<file path="src/rtl/serial_arith_pkg.sv">
// rtl/serial_arith_pkg.sv - shared types and constants for the serial add/sub unit
//
// Contents:
//   state_t  : control FSM states (IDLE, SHIFT, DONE)
//   OP_ADD   : sub_in encoding for A+B
//   OP_SUB   : sub_in encoding for A-B
package serial_arith_pkg;

    typedef enum logic [1:0] {
        IDLE  = 2'd0,
        SHIFT = 2'd1,
        DONE  = 2'd2
    } state_t;

    localparam logic OP_ADD = 1'b0;
    localparam logic OP_SUB = 1'b1;

endpackage

</file>
<file path="src/rtl/serial_digit_adder.sv">
// rtl/serial_digit_adder.sv - combinational DIGIT-bit ripple adder
//
// Ports:
//   a        in  [DIGIT-1:0] addend digit
//   b        in  [DIGIT-1:0] addend digit (already inverted for subtract)
//   cin      in  1           carry into bit 0
//   sum      out [DIGIT-1:0] digit sum
//   cout     out 1           carry out of the top bit
//   c_msb_in out 1           carry into the top bit (for signed overflow)
module serial_digit_adder #(
    parameter int DIGIT = 1
) (
    input  logic [DIGIT-1:0] a,
    input  logic [DIGIT-1:0] b,
    input  logic             cin,
    output logic [DIGIT-1:0] sum,
    output logic             cout,
    output logic             c_msb_in
);

    logic [DIGIT:0] carry;

    assign carry[0] = cin;

    for (genvar i = 0; i < DIGIT; i++) begin : g_bit
        assign sum[i]     = a[i] ^ b[i] ^ carry[i];
        assign carry[i+1] = (a[i] & b[i]) | (carry[i] & (a[i] ^ b[i]));
    end

    assign cout     = carry[DIGIT];
    assign c_msb_in = carry[DIGIT-1];

endmodule

</file>
<file path="src/rtl/serial_addsub_unit.sv">
// rtl/serial_addsub_unit.sv - digit-serial adder/subtractor with valid/ready handshakes
//
// Parameters:
//   WIDTH  operand/result width (>= 2)
//   DIGIT  bits processed per clock (must divide WIDTH)
// Build option:
//   SERIAL_ADDSUB_SATURATE_EN  clamp y_out to the signed limit on overflow
//
// Ports:
//   clk        in  1       clock, rising edge
//   rst_n      in  1       asynchronous active-low reset
//   valid_in   in  1       operand request valid
//   in_a       in  WIDTH   operand A
//   in_b       in  WIDTH   operand B
//   sub_in     in  1       0 = A+B, 1 = A-B (captured with operands)
//   ready_out  out 1       unit can accept operands this cycle
//   y_out      out WIDTH   result
//   carry_out  out 1       final carry (subtract: 1 = no borrow)
//   ovf_out    out 1       signed overflow
//   valid_out  out 1       result valid
//   ready_in   in  1       downstream accepts result
module serial_addsub_unit
    import serial_arith_pkg::*;
#(
    parameter int WIDTH = 8,
    parameter int DIGIT = 1
) (
    input  logic             clk,
    input  logic             rst_n,
    input  logic             valid_in,
    input  logic [WIDTH-1:0] in_a,
    input  logic [WIDTH-1:0] in_b,
    input  logic             sub_in,
    output logic             ready_out,
    output logic [WIDTH-1:0] y_out,
    output logic             carry_out,
    output logic             ovf_out,
    output logic             valid_out,
    input  logic             ready_in
);

    localparam int STEPS = WIDTH / DIGIT;
    localparam int CNT_W = (STEPS > 1) ? $clog2(STEPS) : 1;
    localparam logic [CNT_W-1:0] LAST_STEP = CNT_W'(STEPS - 1);

    if (WIDTH < 2) begin : g_bad_width
        $error("serial_addsub_unit: WIDTH must be >= 2");
    end
    if (DIGIT < 1 || (WIDTH % DIGIT) != 0) begin : g_bad_digit
        $error("serial_addsub_unit: DIGIT must evenly divide WIDTH");
    end

    state_t state;
    state_t state_next;

    logic [WIDTH-1:0] a_reg;
    logic [WIDTH-1:0] b_reg;
    logic [WIDTH-1:0] sh_reg;
    logic [WIDTH-1:0] sh_next;
    logic [WIDTH-1:0] y_final;
    logic             carry_reg;
    logic [CNT_W-1:0] cnt;

    logic             accept;
    logic             last_step;
    logic             ovf_now;

    logic [DIGIT-1:0] add_sum;
    logic             add_cout;
    logic             add_cmsb;

    serial_digit_adder #(
        .DIGIT (DIGIT)
    ) u_digit_adder (
        .a        (a_reg[DIGIT-1:0]),
        .b        (b_reg[DIGIT-1:0]),
        .cin      (carry_reg),
        .sum      (add_sum),
        .cout     (add_cout),
        .c_msb_in (add_cmsb)
    );

    assign accept    = valid_in && ready_out;
    assign last_step = (state == SHIFT) && (cnt == LAST_STEP);

    // On the last step the adder is working on the MSB digit, so its carry
    // into the top bit and carry out are the word-level MSB carries.
    assign ovf_now = add_cmsb ^ add_cout;

    // New digit enters at the MSB side; after STEPS shifts the first digit
    // computed sits at bit 0.
    assign sh_next = WIDTH'({add_sum, sh_reg} >> DIGIT);

    always_comb begin
        y_final = sh_next;
`ifdef SERIAL_ADDSUB_SATURATE_EN
        // Overflow only happens when both effective MSBs agree, so A's MSB
        // alone tells the direction.
        if (ovf_now) begin
            if (a_reg[DIGIT-1]) begin
                y_final = {1'b1, {(WIDTH-1){1'b0}}};
            end else begin
                y_final = {1'b0, {(WIDTH-1){1'b1}}};
            end
        end
`endif
    end

    // State register
    always_ff @(posedge clk or negedge rst_n) begin
        if (!rst_n) begin
            state <= IDLE;
        end else begin
            state <= state_next;
        end
    end

    // Next-state logic
    always_comb begin
        state_next = state;
        case (state)
            IDLE: begin
                if (accept) begin
                    state_next = SHIFT;
                end
            end
            SHIFT: begin
                if (cnt == LAST_STEP) begin
                    state_next = DONE;
                end
            end
            DONE: begin
                if (ready_in) begin
                    state_next = accept ? SHIFT : IDLE;
                end
            end
            default: state_next = IDLE;
        endcase
    end

    // Output logic
    always_comb begin
        ready_out = (state == IDLE) || ((state == DONE) && ready_in);
    end

    // Datapath and registered result outputs
    always_ff @(posedge clk or negedge rst_n) begin
        if (!rst_n) begin
            a_reg     <= '0;
            b_reg     <= '0;
            sh_reg    <= '0;
            carry_reg <= 1'b0;
            cnt       <= '0;
            y_out     <= '0;
            carry_out <= 1'b0;
            ovf_out   <= 1'b0;
            valid_out <= 1'b0;
        end else begin
            if (accept) begin
                a_reg     <= in_a;
                b_reg     <= (sub_in == OP_SUB) ? ~in_b : in_b;
                carry_reg <= sub_in;
                cnt       <= '0;
            end else if (state == SHIFT) begin
                a_reg     <= a_reg >> DIGIT;
                b_reg     <= b_reg >> DIGIT;
                sh_reg    <= sh_next;
                carry_reg <= add_cout;
                cnt       <= cnt + CNT_W'(1);
            end

            if (last_step) begin
                y_out     <= y_final;
                carry_out <= add_cout;
                ovf_out   <= ovf_now;
            end

            valid_out <= (state_next == DONE);
        end
    end

endmodule
</file>
<file path="config.mk">
export PLATFORM = sky130hd
export DESIGN_NAME = serial_addsub_unit
export DESIGN_NICKNAME = d
export VERILOG_FILES = /design/src/rtl/serial_arith_pkg.sv /design/src/rtl/serial_digit_adder.sv /design/src/rtl/serial_addsub_unit.sv
export SDC_FILE = /design/constraint.sdc
export NUM_CORES = 1
export LEC_CHECK = 0
export CORE_MARGIN = 2
export CORE_UTILIZATION = 55
export CTS_CLUSTER_SIZE = 40
export DETAILED_ROUTE_END_ITERATION = 7
export PLACE_DENSITY = 0.83
export SYNTH_ARGS = -nofsm -noshare
export SYNTH_HDL_FRONTEND = slang
export SYNTH_SLANG_ARGS = --single-unit
export TNS_END_PERCENT = 5
</file>
<file path="constraint.sdc">
create_clock -name clk -period 4.6 [get_ports clk]
set_clock_uncertainty 0.05 [all_clocks]
set_input_delay 1.38 -clock clk [delete_from_list [all_inputs] [get_ports clk]]
set_output_delay 1.38 -clock clk [all_outputs]
set_load 0.03 [all_outputs]
</file>
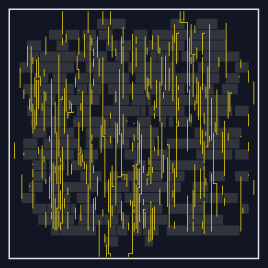
run_1/met2.png
(4 px per micron) Cells faint in the background.
nets with wire on the layer: 178
main direction: vertical
longest straight run: 38.4 microns
share of all routed wire: 50%
grt met2 use: 31.5%
vias post-DR: 1173
Routed Wire Length: 3.07 mm

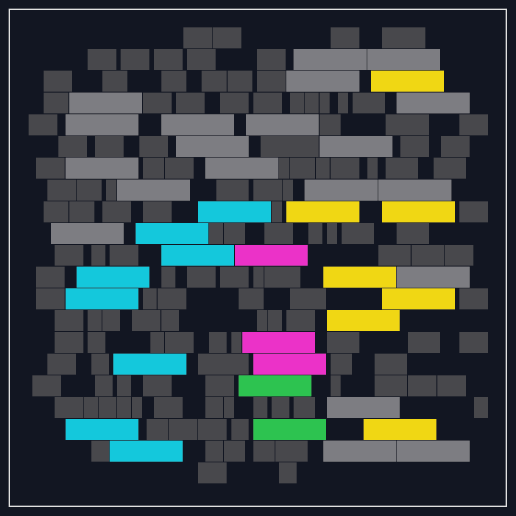
run_1/registers.png
(8 px per micron)
[sh_reg] yellow | placed flops: 7
[cnt] magenta | placed flops: 3
[state] green | placed flops: 2
[a_reg] cyan | placed flops: 8
not coloured: 20
FF/Latch Area: 1000 sq um
Seq power: 603 uW
post-layout util: 67.6%
sequential share of cell area: 45.1%

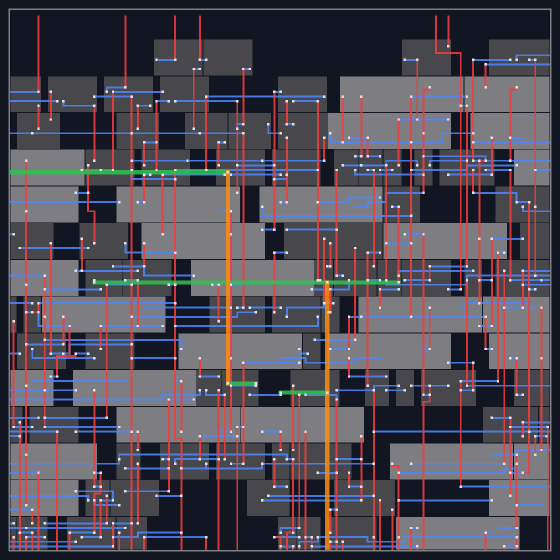
run_1/zoom.png
Region (11, 22) to (51, 62) microns. Cells in grey, sequential cells in the stronger grey; small squares are vias.
[met2] red
[met4] orange
[met1] blue
[met3] green
sequential cells in the window: 24
most frequent: dfrtp_1 (24), mux2i_1 (21), clkdlybuf4s50_1 (7)
netlist names of flops here include: b_reg (7), a_reg (5), sh_reg (4)
cells with their middle in the window: 93

==> impl_metrics.yaml, run 1 <==
# implementation run metrics
logic_synthesis:
  numSynthFlops: 40
  synth-edff-count: 0
  ys_seq_share_pct: 54.2
  syn_inst: 144
  avgSynthCellArea_sq_um: 12.8
clock_tree:
  cts_resized: 0
  clk_path_buf_depth: 2
  cts_tree: "yes"
  clk_latency_ns: 0.34
floorplanning:
  core-area_sq_um: 3280
  chip_area_sq_um: 3840
  fp_util_pct: 56.2
timing:
  hold_violations: 0
  slew_headroom_pct: 42.0
  fin_setup_tns_ns: 0
  maxSlewViolCount: 0
drt:
  ant_nets: 0
  drt_first_pass_iters: 4
job:
  warning_count: 26
finish:
  final_cell_mix: "40 x dfrtp_1, 31 x clkdlybuf4s50_1, 25 x mux2i_1"
  layout_top_cell: "dfrtp_1"
critical_path:
  reg2reg_slack_ns: 2.93
  cp_max_fo: 2
run_status:
  status: "finished, final reports clean"
hold_path:
  hold_end: "ovf_out"
  hold_path_class: "reg -> reg"
global_routing:
  overflow: 0
power_and_ir_drop:
  powerDensity_nw_per_um2: 640
==> run 1: cell usage after synthesis (3+ instances only) <==
| library cell | number | area [sq um] |
|---|---|---|
| nand4_1 | 8 | 50.1 |
| o21ai_1 | 6 | 30.0 |
| nand2b_1 | 3 | 18.8 |
| nor2_1 | 3 | 11.3 |
| dfrtp_1 | 40 | 1000 |
| o21ai_0 | 8 | 40.0 |
| xnor2_1 | 8 | 70.1 |
| mux2i_1 | 25 | 250 |
| mux2_2 | 12 | 135 |
| inv_1 | 4 | 15.0 |
| buf_2 | 3 | 15.0 |
| nand2_1 | 6 | 22.5 |
==> run 1: worst max-delay path: cells and delay by family <==
| kind | cells | cell delay, ns |
|---|---|---|
| buf+inv | 2 | 1.11 |
| simple gates | 2 | 0.22 |
==> run 1: through the flow <==
stage / power, uW / instance area [sq um]
global route: 1540 / 2220
CTS: 1440 / 2220
finish: 1420 / 2220
detailed placement: 1280 / 2170
floorplan: 1100 / 1850
global placement: 1240 / 2170
==> run 1: cells by family after synthesis <==
kind of cell               after synthesis  synth area share (%)
DFF                                     40                  54.2
muxes                                   39                  22.5
and+or+nand+nor                         24                  7.79
AOI/OAI and AO/OA                       15                  4.20
buffers and inverters                   13                  4.13
xor gates and xnor gates                10                  4.74
adders and majority gates                3                  2.44
==> run 1: layout make-up <==
type,count,area (sq um)
Fill cell,268,1060
Clock buffer,6,41.3
Sequential cell,40,1000
Tap cell,46,57.6
Inverter,4,15.0
Multi-Input combinational cell,91,769
Clock inverter,1,5.00
Timing Repair Buffer,34,330
==> run 1: report_power, final <==
part | leakage [uW] | internal (uW) | switching [uW]
Sequential | 0.000503 | 512 | 91.8
Clock | 0.0000281 | 56.3 | 106
Combinational | 0.000484 | 323 | 333
Total | 0.00102 | 891 | 531
==> run 2: changes to the inputs <==
- SETUP_SLACK_MARGIN: not set -> 0.02
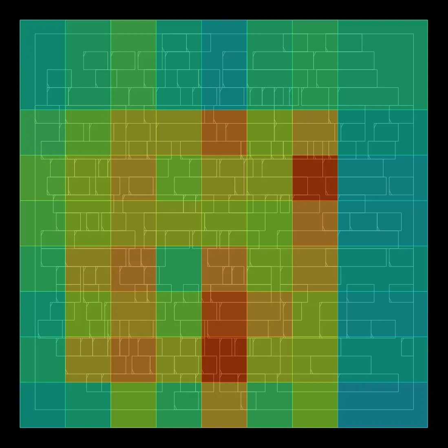
run_2/final_congestion.png
Tot GR Track Use: 18.8%
gr busiest metal: met2

==> run 2 against run 1 <==
Net effect: first-iteration DRC count did not move; critical path depth stayed put; register-to-register slack is essentially flat; die size stayed put; setup slack stayed put; clock power is essentially flat; hold slack unchanged; critical endpoint unchanged; highest routed layer unchanged.
==> impl_metrics.yaml, run 2 <==
# implementation run metrics
timing:
  slew_headroom_pct: 42.0
  hold_violations: 0
  maxSlewViolCount: 0
  fin_setup_tns_ns: 0
power_and_ir_drop:
  p_comb_uw: 656
  p_int_uw: 891
  pwr-share-seq_pct: 42.4
  pwr-share-comb_pct: 46.1
  powerDensity_nw_per_um2: 640
  p_clk_share_pct: 11.4
  top_power_group: "combinational cells"
  power_switching_uw: 531
  p_sw_share_pct: 37.4
  power_uw: 1420
  powerSeq_uw: 603
logic_synthesis:
  area_leaders: "dfrtp_1 54%, mux2i_1 14%, mux2_2 7.3%, xnor2_1 3.8%, nand4_1 2.7%"
  numSynthFlops: 40
  ys_top_cells_by_count: "40 x dfrtp_1, 25 x mux2i_1, 12 x mux2_2"
  ys_sh_mux_pct: 22.5
  synth-xor-area-share_pct: 4.74
  syn_inst: 144
  synthTopLogicFamily: "multiplexers"
  simple_gate_share_pct: 7.79
  synth_top_cell_by_count: "dfrtp_1"
  avgSynthCellArea_sq_um: 12.8
  ys_seq_share_pct: 54.2
  fa_ha_area_share_pct: 2.44
  aoi_share_pct: 4.20
  post-synth-top-area-fraction_pct: 54.2
  yosysTopAreaCell: "dfrtp_1"
floorplanning:
  fp_util_pct: 56.2
  core-area_sq_um: 3280
  chip_area_sq_um: 3840
clock_tree:
  cts_tree: "yes"
  clk_path_buf_depth: 2
  clk_latency_ns: 0.34
  cts_resized: 0
finish:
  layout_top_cell: "dfrtp_1"
run_status:
  status: "finished, final reports clean"
job:
  warning_count: 26
critical_path:
  cp_max_fo: 2
global_routing:
  met2_usage_pct: 31.5
  overflow: 0
hold_path:
  hold_path_class: "reg -> reg"
drt:
  ant_nets: 0
  drt_first_pass_iters: 4
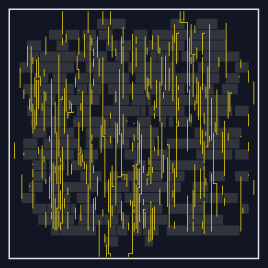
run_2/met2.png
(4 px per micron) Cells faint in the background.
wire length on this layer: 1540 microns
main direction: vertical

run 2: cell counts after synthesis:
Identical to the previous run, type by type.
run 2: metrics by stage:
step	hold WS [ns]	cell area (sq um)	std cells	utilization (%)
finish	0.450	2220	222	67.6
global placement	0.422	2170	215	66.2
global route	0.473	2220	222	67.6
detailed placement	0.429	2170	215	66.2
floorplan	0.413	1850	144	-
CTS	0.453	2220	222	67.6
run 2: worst max-delay path, delay by kind of cell:
family | cells | cell delay (ns)
buffers and inverters | 2 | 1.11
and+or+nand+nor | 2 | 0.22
run 2: logic make-up (layout without fill, tap and decap cells):
group / count (synthesis) / count (layout)
multiplexers: 39 / 39
adder cells (fa/ha/maj): 3 / 3
flip-flops: 40 / 40
XOR/XNOR: 10 / 10
AND/OR/NAND/NOR: 24 / 24
buffers and inverters: 13 / 45
AND-OR/OR-AND: 15 / 15
run 2: worst paths after layout:
| check | cells past startpoint | end | start | slack, ns |
|---|---|---|---|---|
| max in group asynchronous | 1 | b_reg[5] | rst_n | 2.87 |
| min reg2reg | 2 | ovf_out | ovf_out | 0.45 |
| min in group asynchronous | 1 | cnt[2] | rst_n | 1.09 |
| max | 4 | ready_out | ready_in | 0.45 |
| max reg2reg | 4 | y_out[6] | cnt[0] | 2.93 |
| min | 2 | ovf_out | ovf_out | 0.45 |
run 2: area by class of cell:
cell class / instances / area [sq um] / area share (%)
clock buffers: 6 / 41.3 / 1.86
clock inverters: 1 / 5.00 / 0.225
inverters: 4 / 15.0 / 0.676
multi-input cells: 91 / 769 / 34.7
flip-flops and latches: 40 / 1000 / 45.1
well taps: 46 / 57.6 / 2.59
repair buffers: 34 / 330 / 14.9
==> run 3: changes to the inputs <==
- SLEW_MARGIN: not set -> 5
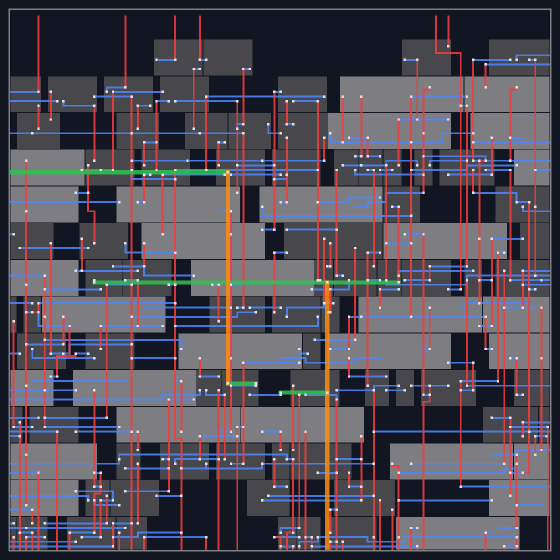
run_3/zoom.png
Region (11, 22) to (51, 62) microns. Cells in grey, sequential cells in the stronger grey; small squares are vias.
[met3] green
[met4] orange
[met1] blue
[met2] red
most frequent: dfrtp_1 (24), mux2i_1 (21), clkdlybuf4s50_1 (7)
sequential cells in the window: 24
cells with their middle in the window: 93
netlist names of flops here include: b_reg (7), a_reg (5), sh_reg (4)

==> run 3 against run 2 <==
Net effect: flip-flop count unchanged; fmax unchanged; setup slack unchanged; core utilization unchanged; synthesized cell count unchanged; critical path type unchanged; critical endpoint unchanged; largest cell class unchanged; highest routed layer unchanged.
==> impl_metrics.yaml, run 3 <==
# implementation run metrics
drt:
  vias: 1173
  drt_first_pass_iters: 4
  ant_nets: 0
clock_tree:
  clk_path_buf_depth: 2
  cts_resized: 0
  cts_tree: "yes"
  clk_latency_ns: 0.34
logic_synthesis:
  numSynthFlops: 40
  yosysTopAreaCell: "dfrtp_1"
  synth-edff-count: 0
  ys_seq_share_pct: 54.2
  synth_top_cell_by_count: "dfrtp_1"
  avgSynthCellArea_sq_um: 12.8
  area_leaders: "dfrtp_1 54%, mux2i_1 14%, mux2_2 7.3%, xnor2_1 3.8%, nand4_1 2.7%"
  syn_area_sq_um: 1850
  post-synth-top-area-fraction_pct: 54.2
  ys_top_cells_by_count: "40 x dfrtp_1, 25 x mux2i_1, 12 x mux2_2"
floorplanning:
  core-area_sq_um: 3280
  fp_util_pct: 56.2
  chip_area_sq_um: 3840
placed_design:
  hpwl_mm: 2.16
  postPlaceCellArea_sq_um: 2170
  place_inst: 215
finish:
  final_cell_mix: "40 x dfrtp_1, 31 x clkdlybuf4s50_1, 25 x mux2i_1"
  fillers: 268
  comb_area_sq_um: 769
  seq_area_sq_um: 1000
  finalNonFillerCells: 222
  layout_top_cell: "dfrtp_1"
hold_path:
  hold_path_class: "reg -> reg"
  hold_depth: 2
timing:
  maxSlewViolCount: 0
  slew_headroom_pct: 42.0
  worst_slew_pin_slew_ns: 0.870
  holdWs_ns: 0.450
  fin_setup_tns_ns: 0
power_and_ir_drop:
  powerDensity_nw_per_um2: 640
  power_uw: 1420
global_routing:
  grt_use_total_pct: 18.8
  overflow: 0
critical_path:
  cp_max_fo: 2
job:
  warning_count: 26
run_status:
  status: "finished, final reports clean"
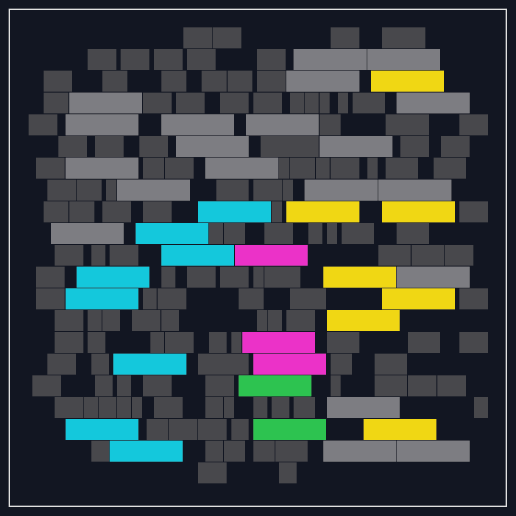
run_3/registers.png
(8 px per micron)

-- run 3: cell counts in the layout (fill, tap and decap cells not counted) --
No cell type changed its count.
-- run 3: report_power, final --
| group | internal, uW | switching, uW | total [uW] |
|---|---|---|---|
| registers | 512 | 91.8 | 603 |
| clock network | 56.3 | 106 | 162 |
| logic | 323 | 333 | 656 |
-- run 3: logic make-up (layout without fill, tap and decap cells) --
kind of cell | after synthesis | after routing | synth area share [%]
mux | 39 | 39 | 22.5
xor+xnor | 10 | 10 | 4.74
flops | 40 | 40 | 54.2
compound gates | 15 | 15 | 4.20
buf+inv | 13 | 45 | 4.13
fa+ha+maj | 3 | 3 | 2.44
simple gates | 24 | 24 | 7.79
-- run 3: cell type report --
type	count	area share, %
clock buffers	6	1.86
inverters	4	0.676
flip-flops and latches	40	45.1
well taps	46	2.59
clock inverters	1	0.225
repair buffers	34	14.9
multi-input cells	91	34.7
-- run 3: critical path, delay by kind of cell --
kind,cells,cell delay [ns]
buf+inv,2,1.11
simple gates,2,0.22
-- run 3: layer usage --
metal	GRT usage [%]	part of all wire, %
met5	0	0
met1	22.4	44
met2	31.5	50
met4	7.29	1.4
met3	6.21	4.8
-- run 3: path summary, 6_finish.rpt --
path | slack (ns) | from | to
worst max-delay path | 0.45 | ready_in | ready_out
worst min-delay path | 0.45 | ovf_out | ovf_out
worst max register to register | 2.93 | cnt[0] | y_out[6]
worst min register to register | 0.45 | ovf_out | ovf_out
max in group asynchronous | 2.87 | rst_n | b_reg[5]
min in group asynchronous | 1.09 | rst_n | cnt[2]
Power figures rest on the tool's default switching activity, not on a simulated workload.
